Figure 1. Congestion heat map (run 1).
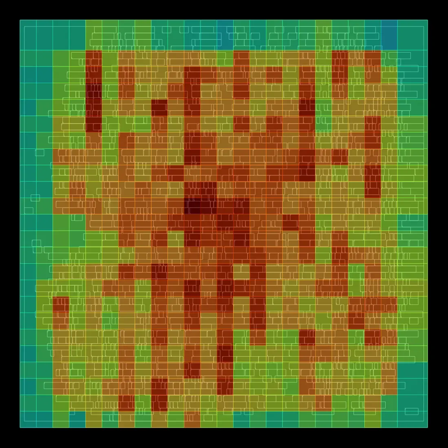
Figure 2. Cell classes on the final placement (run 1).
Drawn at 2 px/um. Fill, decap, tap and diode cells in grey.
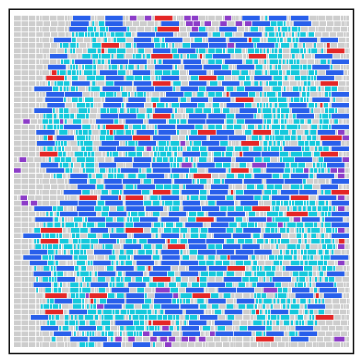
Figure 3. Gate-type map (run 1).
Drawn at 2 px/um.
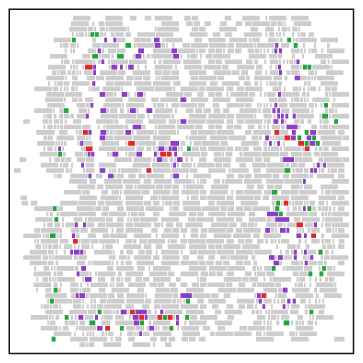
Figure 4. The metal 3 layer (run 1).
Drawn at 3 px/um.
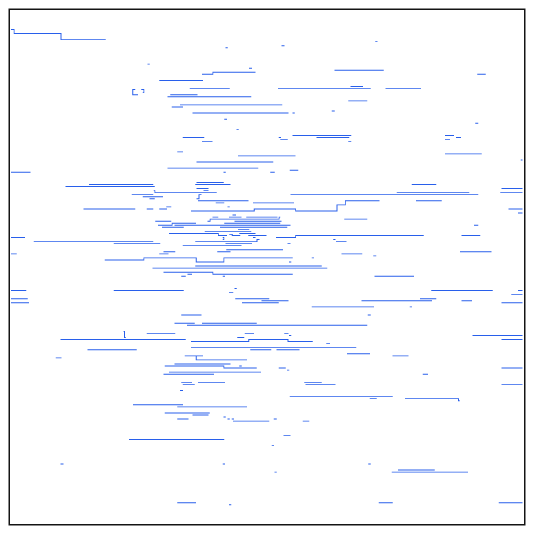
**config.mk**
```make
export PLATFORM = sky130hd
export DESIGN_NAME = multi_channel_strobe_counter
export DESIGN_NICKNAME = d
export VERILOG_FILES = /design/src/rtl/multi_channel_strobe_counter.sv
export SDC_FILE = /design/constraint.sdc
export NUM_CORES = 1
export LEC_CHECK = 0
export CAP_MARGIN = 20
export CORE_MARGIN = 1.5
export CORE_UTILIZATION = 60
export CTS_BUF_LIST = sky130_fd_sc_hd__clkbuf_16
export DETAILED_ROUTE_END_ITERATION = 10
export PLACE_DENSITY = 0.78
export SETUP_SLACK_MARGIN = 0.15
export SYNTH_ARGS = -nofsm -noshare
export SYNTH_HDL_FRONTEND = slang
export SYNTH_SLANG_ARGS = --single-unit
```
**constraint.sdc**
```tcl
create_clock -name clk -period 8.9 [get_ports clk]
set_input_delay 1.78 -clock clk [delete_from_list [all_inputs] [get_ports clk]]
set_output_delay 1.78 -clock clk [all_outputs]
set_load 0.05 [all_outputs]
```
**src/rtl/multi_channel_strobe_counter.sv**
```systemverilog
// N independent programmable strobe counters sharing one clock and one config port.
// Optional port count_out is added when MULTI_CHANNEL_STROBE_COUNT_OUT_EN is defined.
module multi_channel_strobe_counter #(
  parameter int unsigned WIDTH    = 25,
  parameter int unsigned CHANNELS = 4,
  parameter int unsigned CH_W     = 2
) (
  input  logic                clk,
  input  logic                rst,
  input  logic [CHANNELS-1:0] enable,
  input  logic                cfg_valid,
  output logic                cfg_ready,
  input  logic [CH_W-1:0]     cfg_chan,
  input  logic [WIDTH-1:0]    cfg_period,
  input  logic                cfg_oneshot,
  input  logic                cfg_arm,
  output logic [CHANNELS-1:0] strobe,
  output logic [CHANNELS-1:0] done
`ifdef MULTI_CHANNEL_STROBE_COUNT_OUT_EN
  ,
  output logic [CHANNELS*WIDTH-1:0] count_out
`endif
);

  logic accept;
  assign accept = cfg_valid && cfg_ready;

  // Ready drops for exactly one cycle after each accepted write.
  always_ff @(posedge clk or negedge rst) begin
    if (!rst) begin
      cfg_ready <= 1'b0;
    end else begin
      cfg_ready <= !accept;
    end
  end

  for (genvar i = 0; i < CHANNELS; i++) begin : g_chan
    localparam int unsigned Idx = i;

    logic [WIDTH-1:0] cnt_q, cnt_d;
    logic [WIDTH-1:0] period_q, period_d;
    logic [WIDTH-1:0] shadow_q, shadow_d;
    logic             mode_q, mode_d;
    logic             shadow_mode_q, shadow_mode_d;
    logic             pending_q, pending_d;
    logic             armed_q, armed_d;
    logic             done_q, done_d;
    logic             strobe_q, strobe_d;
    logic             wr, active, term, idle;

    assign wr     = accept && (32'(cfg_chan) == Idx);
    assign active = enable[i] && armed_q && (period_q != '0);
    // A counter above its period is treated as terminal so it can never run away.
    assign term   = active && (cnt_q >= period_q);
    assign idle   = !armed_q || (period_q == '0);

    always_comb begin
      cnt_d         = cnt_q;
      period_d      = period_q;
      mode_d        = mode_q;
      shadow_d      = shadow_q;
      shadow_mode_d = shadow_mode_q;
      pending_d     = pending_q;
      armed_d       = armed_q;
      done_d        = done_q;
      strobe_d      = 1'b0;

      if (period_q == '0) begin
        cnt_d = WIDTH'(1);
      end else if (active) begin
        cnt_d = term ? WIDTH'(1) : cnt_q + WIDTH'(1);
      end

      if (term) begin
        strobe_d = 1'b1;
        if (mode_q) begin
          armed_d = 1'b0;
          done_d  = 1'b1;
        end
        if (pending_q) begin
          period_d  = shadow_q;
          mode_d    = shadow_mode_q;
          pending_d = 1'b0;
        end
      end

      if (wr) begin
        if (cfg_arm) begin
          // Arm wins over a coincident terminal tick: the strobe is dropped.
          period_d  = cfg_period;
          mode_d    = cfg_oneshot;
          cnt_d     = WIDTH'(1);
          armed_d   = 1'b1;
          done_d    = 1'b0;
          pending_d = 1'b0;
          strobe_d  = 1'b0;
        end else if (idle || term) begin
          period_d  = cfg_period;
          mode_d    = cfg_oneshot;
          pending_d = 1'b0;
        end else begin
          shadow_d      = cfg_period;
          shadow_mode_d = cfg_oneshot;
          pending_d     = 1'b1;
        end
      end
    end

    always_ff @(posedge clk or negedge rst) begin
      if (!rst) begin
        cnt_q         <= WIDTH'(1);
        period_q      <= '0;
        shadow_q      <= '0;
        mode_q        <= 1'b0;
        shadow_mode_q <= 1'b0;
        pending_q     <= 1'b0;
        armed_q       <= 1'b0;
        done_q        <= 1'b0;
        strobe_q      <= 1'b0;
      end else begin
        cnt_q         <= cnt_d;
        period_q      <= period_d;
        shadow_q      <= shadow_d;
        mode_q        <= mode_d;
        shadow_mode_q <= shadow_mode_d;
        pending_q     <= pending_d;
        armed_q       <= armed_d;
        done_q        <= done_d;
        strobe_q      <= strobe_d;
      end
    end

    assign strobe[i] = strobe_q;
    assign done[i]   = done_q;
`ifdef MULTI_CHANNEL_STROBE_COUNT_OUT_EN
    assign count_out[i*WIDTH +: WIDTH] = cnt_q;
`endif
  end

endmodule

```
==> run notes, run 1 <==
impl run done, here's what came out: status=complete, no violations, CTS resizes=0, Post-Syn Instances=1,585, CTS sink cnt=between 300 and 400, Max Fclk=about 0.26 GHz, post-route ant nets=0, Area leader share=0.472, CP Class=input pin to flop, OpenROAD warning count=28, total gr overflow=0, Relative slew margins=0.240, routed len/inst=between 20 and 25 um, Cell Chain, Critical Path=clkdlybuf4s50_1 > or3b_2 > o21ai_4 > mux2i_1, flop-to-flop setup slack=5.45 ns, Reg2Reg Launch Point=g_chan[1].period_q[16], Post-synth regs=325, # Cells Yosys=roughly 1,600, critical path startpoint category=input pin, Top area cell types=dfrtp_1, mux2i_1, ha_1, YS chip area=between 15,000 and 20,000 um2, R2R depth=9, Power Internal=a little over 3 mW, root buffer cell=clkbuf_16, RD Place Congestion=0.911, DR vias/cell=roughly 6.0, Synth top cell by count=dfrtp_1, HPWL after DPL=about 29,000 um, crit path DAT=4.35 ns, max-slew violation count=0, Final setup violation count=0, overall power=~4.4 mW, Tmin final=~3.9 ns, Sw Pwr=1.31 mW, Buf/Inv on CP=1, Critical Path Source=cfg_arm, Sequential Power Share=0.466, Die Wd=~170 um, DR iter-0 viols=993, fp util=0.611, Post-Syn Area=between 15,000 and 20,000 um2, first drt pass iteration count=5, Async S/R FF share, synth=1.00, end of the critical path=g_chan[1].period_q[19], fin crit share=0.440, chip area=29,400 um2, RSZ-0062 raised after global routing=false, slowest stage delay, CP=~0.86 ns
Back to the opening pictures, Figure 1:
GRT met2 Usage: 0.489
Global Route Usage Sum: 0.302

Back to the opening pictures, Figure 2:
Cyan marks remaining logic cells, cells 1,204, share of their area 47%. Red marks clock drivers and dummy loads, cells 65, share of their area 6.5%. Purple marks remaining buffers and delay cells, cells 57, share of their area 3.1%. Blue marks registers, cells 325, share of their area 44%.
Seq area share: 0.427
post-route cell area: 19,100 um2
Row Count: 61
Core ar.: 27,900 um2

Back to the opening pictures, Figure 3:
Red marks non-inverting ao/oa cells, cells 21, most used a21o_1. Purple marks aoi and oai cells, cells 132, most used a21oi_1, where spread over the die. Green marks and/or cells, cells 49, most used and3_1, where spread over the die.
fraction of area in multi-input gates: 0.425
Finished Layout Cells: 2,029
Top cell excl fill/tap: dfrtp_1

Back to the opening pictures, Figure 4:
The wires run mostly horizontal. The layer holds 5.4% of the routed length.
via count: 12,200
final wirelength: 42,400 um
met3 usage in global routing: 0.0490

## run 1: logic make-up (layout without fill, tap and decap cells)
| group | after synthesis | after routing | share of synthesized area |
|---|---|---|---|
| flip-flops | 325 | 325 | 0.478 |
| buffers and inverters | 202 | 268 | 0.0503 |
| adder cells (fa/ha/maj) | 104 | 104 | 0.0765 |
| multiplexers | 262 | 262 | 0.162 |
| XOR/XNOR | 95 | 95 | 0.0489 |
| AND-OR/OR-AND | 153 | 153 | 0.0602 |
| AND/OR/NAND/NOR | 444 | 444 | 0.124 |
## run 1: cell usage in the layout, fill, tap and decap left out, types with 7 or more instances in the layout
cell / Yosys / final
a21o_1: 9 / 9
and4_1: 7 / 7
xnor2_1: 53 / 53
clkinv_2: 0 / 10
nor2_1: 182 / 181
nor4_1: 27 / 27
inv_1: 146 / 151
and2_1: 8 / 8
dfrtp_1: 321 / 321
a21oi_1: 53 / 49
nand4_1: 36 / 36
nand3_1: 42 / 42
nand2_1: 76 / 76
xor2_1: 42 / 42
mux2i_1: 158 / 158
nor3_1: 14 / 14
and3_1: 23 / 23
ha_1: 104 / 104
o21ai_0: 23 / 21
clkdlybuf4s50_1: 0 / 43
buf_4: 14 / 7
a221oi_1: 29 / 29
clkbuf_16: 0 / 37
mux2_2: 100 / 100
## run 1: registers in the layout, summed over array words and instances, names as in the netlist
| register | cells |
|---|---|
| cfg_ready | 1 |
| g_chan.armed_q | 4 |
| g_chan.cnt_q | 100 |
| g_chan.done_q | 4 |
| g_chan.mode_q | 4 |
| g_chan.pending_q | 4 |
| g_chan.period_q | 100 |
| g_chan.shadow_mode_q | 4 |
| g_chan.shadow_q | 100 |
| g_chan.strobe_q | 4 |
## run 1: stage by stage
step / hold WS (ns) / utilization
5_1_grt: 0.513 / 0.684
4_1_cts: 0.489 / 0.682
3_3_place_gp: 0.469 / 0.638
2_1_floorplan: 0.456 / -
3_5_place_dp: 0.476 / 0.639
6_report: 0.489 / 0.684
## run 1: power groups by stage
stage | Sequential, mW | Clock, mW | Combinational (mW)
after floorplan | 1.98 | 0 | 0.595
after global routing | 2.10 | 1.62 | 0.924
after global placement | 2.06 | 0 | 0.750
after detailed placement | 2.07 | 0 | 0.807
final | 2.06 | 1.55 | 0.816
after CTS | 2.05 | 1.56 | 0.818
## run 1: layer usage
layer / part of all wire / track usage / up-vias
met2: 0.47 / 0.489 / 344
met3: 0.054 / 0.0490 / 106
met5: 0 / 0 / -
met1: 0.43 / 0.405 / 6115
li1: - / - / 5587
met4: 0.043 / 0.125 / 0
## run 1: worst min path at each step
stage,end,slack (ns),cells after the start
3_3_place_gp,g_chan[3].shadow_q[10],0.47,1
5_1_grt,g_chan[3].shadow_q[22],0.51,1
6_report,g_chan[3].shadow_q[10],0.49,1
2_1_floorplan,g_chan[2].armed_q,0.46,1
3_5_place_dp,g_chan[3].shadow_q[10],0.48,1
4_1_cts,g_chan[3].shadow_q[10],0.49,1
## run 1: cell type report
class                           count  area (um2)  share of cell area
Timing Repair Buffer               57         583              0.0306
Tap cell                          378         473              0.0248
Multi-Input combinational cell   1058        8100               0.425
Clock inverter                     28         288              0.0151
Clock buffer                       37         926              0.0486
Sequential cell                   325        8140               0.427
Inverter                          146         548              0.0288
Figure 5. Cells by drive strength (run 1).
Drawn at 2 px/um.
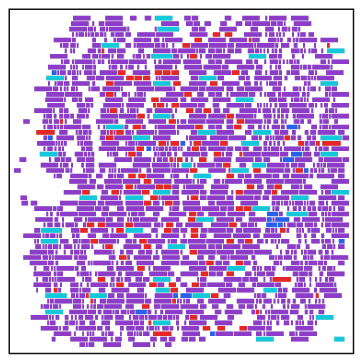

==> run 1 -> run 2 <==
- clock period: 8.9 -> 4 ns (I/O delays scaled with it)
Figure 6. Cells by drive strength (run 2).
Drawn at 2 px/um.
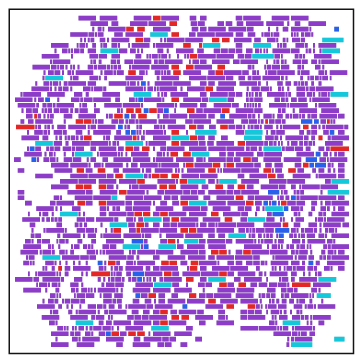
Red marks x2, cells 119. Blue marks x3 and x4, cells 37. Cyan marks x6 and larger, cells 46. Purple marks x1 and smaller, cells 1,463.
post-route cell area: 19,100 um2
worst setup margin: 0.816 ns
Non-clk bufs: 73
area delta synth->final: 12.5%

Figure 7. Congestion heat map (run 2).
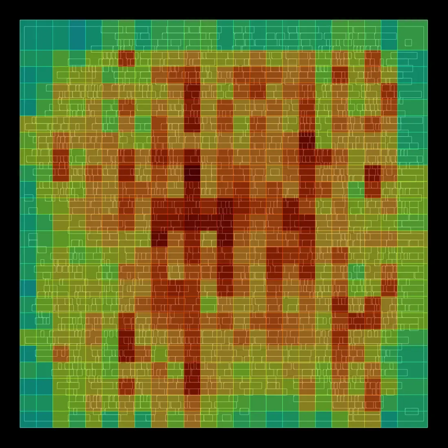
routed len/inst: 20.7 um
met3 usage in global routing: 0.0398
Global Route Usage Sum: 0.301

==> run notes, run 2 <==
impl run done, here's what came out: Sw Pwr=2.89 mW (+120%), first drt pass iteration count=5 (unchanged), CP Class=flop to flop, Power Internal=6.86 mW (+120%), slowest stage delay, CP=0.48 ns (-0.38 ns), Reg2Reg Launch Point=g_chan[1].cnt_q[16], RD Place Congestion=0.888 (-2.5%), Post-synth regs=325 (unchanged), chip area=29,400 um2 (unchanged), root buffer cell=clkbuf_16, Die Wd=171 um (unchanged), most frequent cells in the layout=dfrtp_1, nor2_1, mux2i_1, Relative slew margins=0.367 (+0.127), CTS sink cnt=325 (unchanged), critical path startpoint category=flop, DR vias/cell=5.99 (about the same), Post-Syn Area=17,000 um2 (unchanged), Final setup violation count=0 (unchanged), Critical Path Source=g_chan[1].cnt_q[16], fp util=0.611 (unchanged), post-route ant nets=0 (unchanged), Top area cell types=dfrtp_1, mux2i_1, ha_1, Tmin final=between 3 and 4 ns, total gr overflow=0 (unchanged), YS chip area=17,000 um2 (unchanged), OpenROAD warning count=33 (+18%), fin crit share=0.796, status=complete, no violations, DR iter-0 viols=894 (-10%), Cell Chain, Critical Path=ha_1 > a21oi_1 > o21ai_0 > a221o_1 > a211oi_1 > a21oi_2 > nor3_4 > buf_4 > mux2_2, HPWL after DPL=29,700 um (+1.5%)
Figure 8. The metal 3 layer (run 2).
Drawn at 3 px/um.
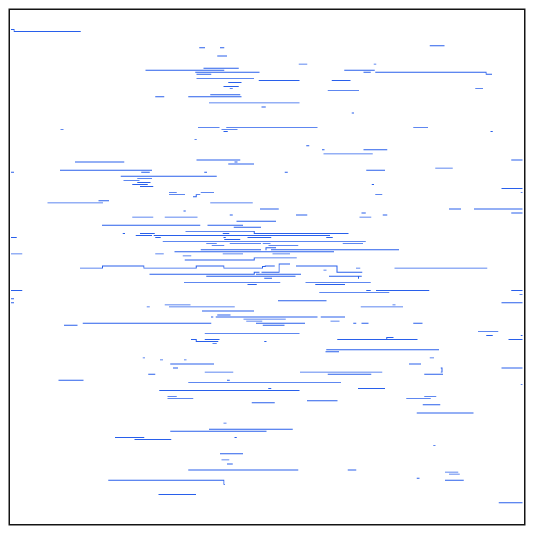
128 nets have wire on it. The layer carries 2,270 um of wire. The wires run mostly horizontal.
final wirelength: 42,400 um
via count: 12,300

## run 2: cell counts after synthesis
Identical to the previous run, type by type.
## run 2: worst min-delay path by stage
stage | end | cells past startpoint | slack (ns)
2_1_floorplan | g_chan[2].armed_q | 1 | 0.46
3_3_place_gp | g_chan[3].shadow_q[10] | 1 | 0.47
3_5_place_dp | g_chan[3].shadow_q[16] | 1 | 0.48
4_1_cts | g_chan[1].cnt_q[3] | 1 | 0.40
5_1_grt | g_chan[1].cnt_q[3] | 1 | 0.42
6_report | g_chan[1].cnt_q[3] | 1 | 0.33
## run 2: logic make-up (layout without fill, tap and decap cells)
| logic type | Yosys count | in the layout | share of synthesized area |
|---|---|---|---|
| AND/OR/NAND/NOR | 444 | 444 | 0.124 |
| flip-flops | 325 | 325 | 0.478 |
| multiplexers | 262 | 262 | 0.162 |
| buffers and inverters | 202 | 282 | 0.0503 |
| AND-OR/OR-AND | 153 | 153 | 0.0602 |
| adder cells (fa/ha/maj) | 104 | 104 | 0.0765 |
| XOR/XNOR | 95 | 95 | 0.0489 |
| other | 0 | 5 | 0 |
## run 2: final cells by class
type / count / area, um2
diodes: 5 / 12.5
clock buffers: 37 / 926
clock inverters: 26 / 246
fillers: 2068 / 8720
inverters: 146 / 548
multi-input cells: 1058 / 8100
flip-flops and latches: 325 / 8140
well taps: 378 / 473
repair buffers: 73 / 688
## run 2: routing by layer
| layer | part of all wire | wire [um] |
|---|---|---|
| met4 | 0.046 | 1930 |
| met3 | 0.054 | 2270 |
| met2 | 0.45 | 19200 |
| met5 | 0 | 0 |
| met1 | 0.45 | 19000 |
## run 2: power groups by stage
| stage | combinational, mW | sequential (mW) | clock (mW) |
|---|---|---|---|
| 5_1_grt | 2.05 | 4.66 | 3.51 |
| 6_report | 1.81 | 4.59 | 3.35 |
| 3_5_place_dp | 1.80 | 4.61 | 0 |
| 4_1_cts | 1.82 | 4.57 | 3.38 |
| 2_1_floorplan | 1.32 | 4.40 | 0 |
| 3_3_place_gp | 1.69 | 4.59 | 0 |
## run 2: stage by stage
step	total power [mW]	utilization	hold WS [ns]	std cells	setup WS [ns]
global route	10.2	0.686	0.420	2043	0.545
floorplan	5.72	-	0.456	1585	1.15
detailed placement	6.41	0.644	0.484	1980	0.780
global placement	6.27	0.644	0.471	1980	0.789
CTS	9.77	0.686	0.399	2043	0.830
finish	9.74	0.687	0.326	2048	0.816
Power and IR drop assume default switching activity.
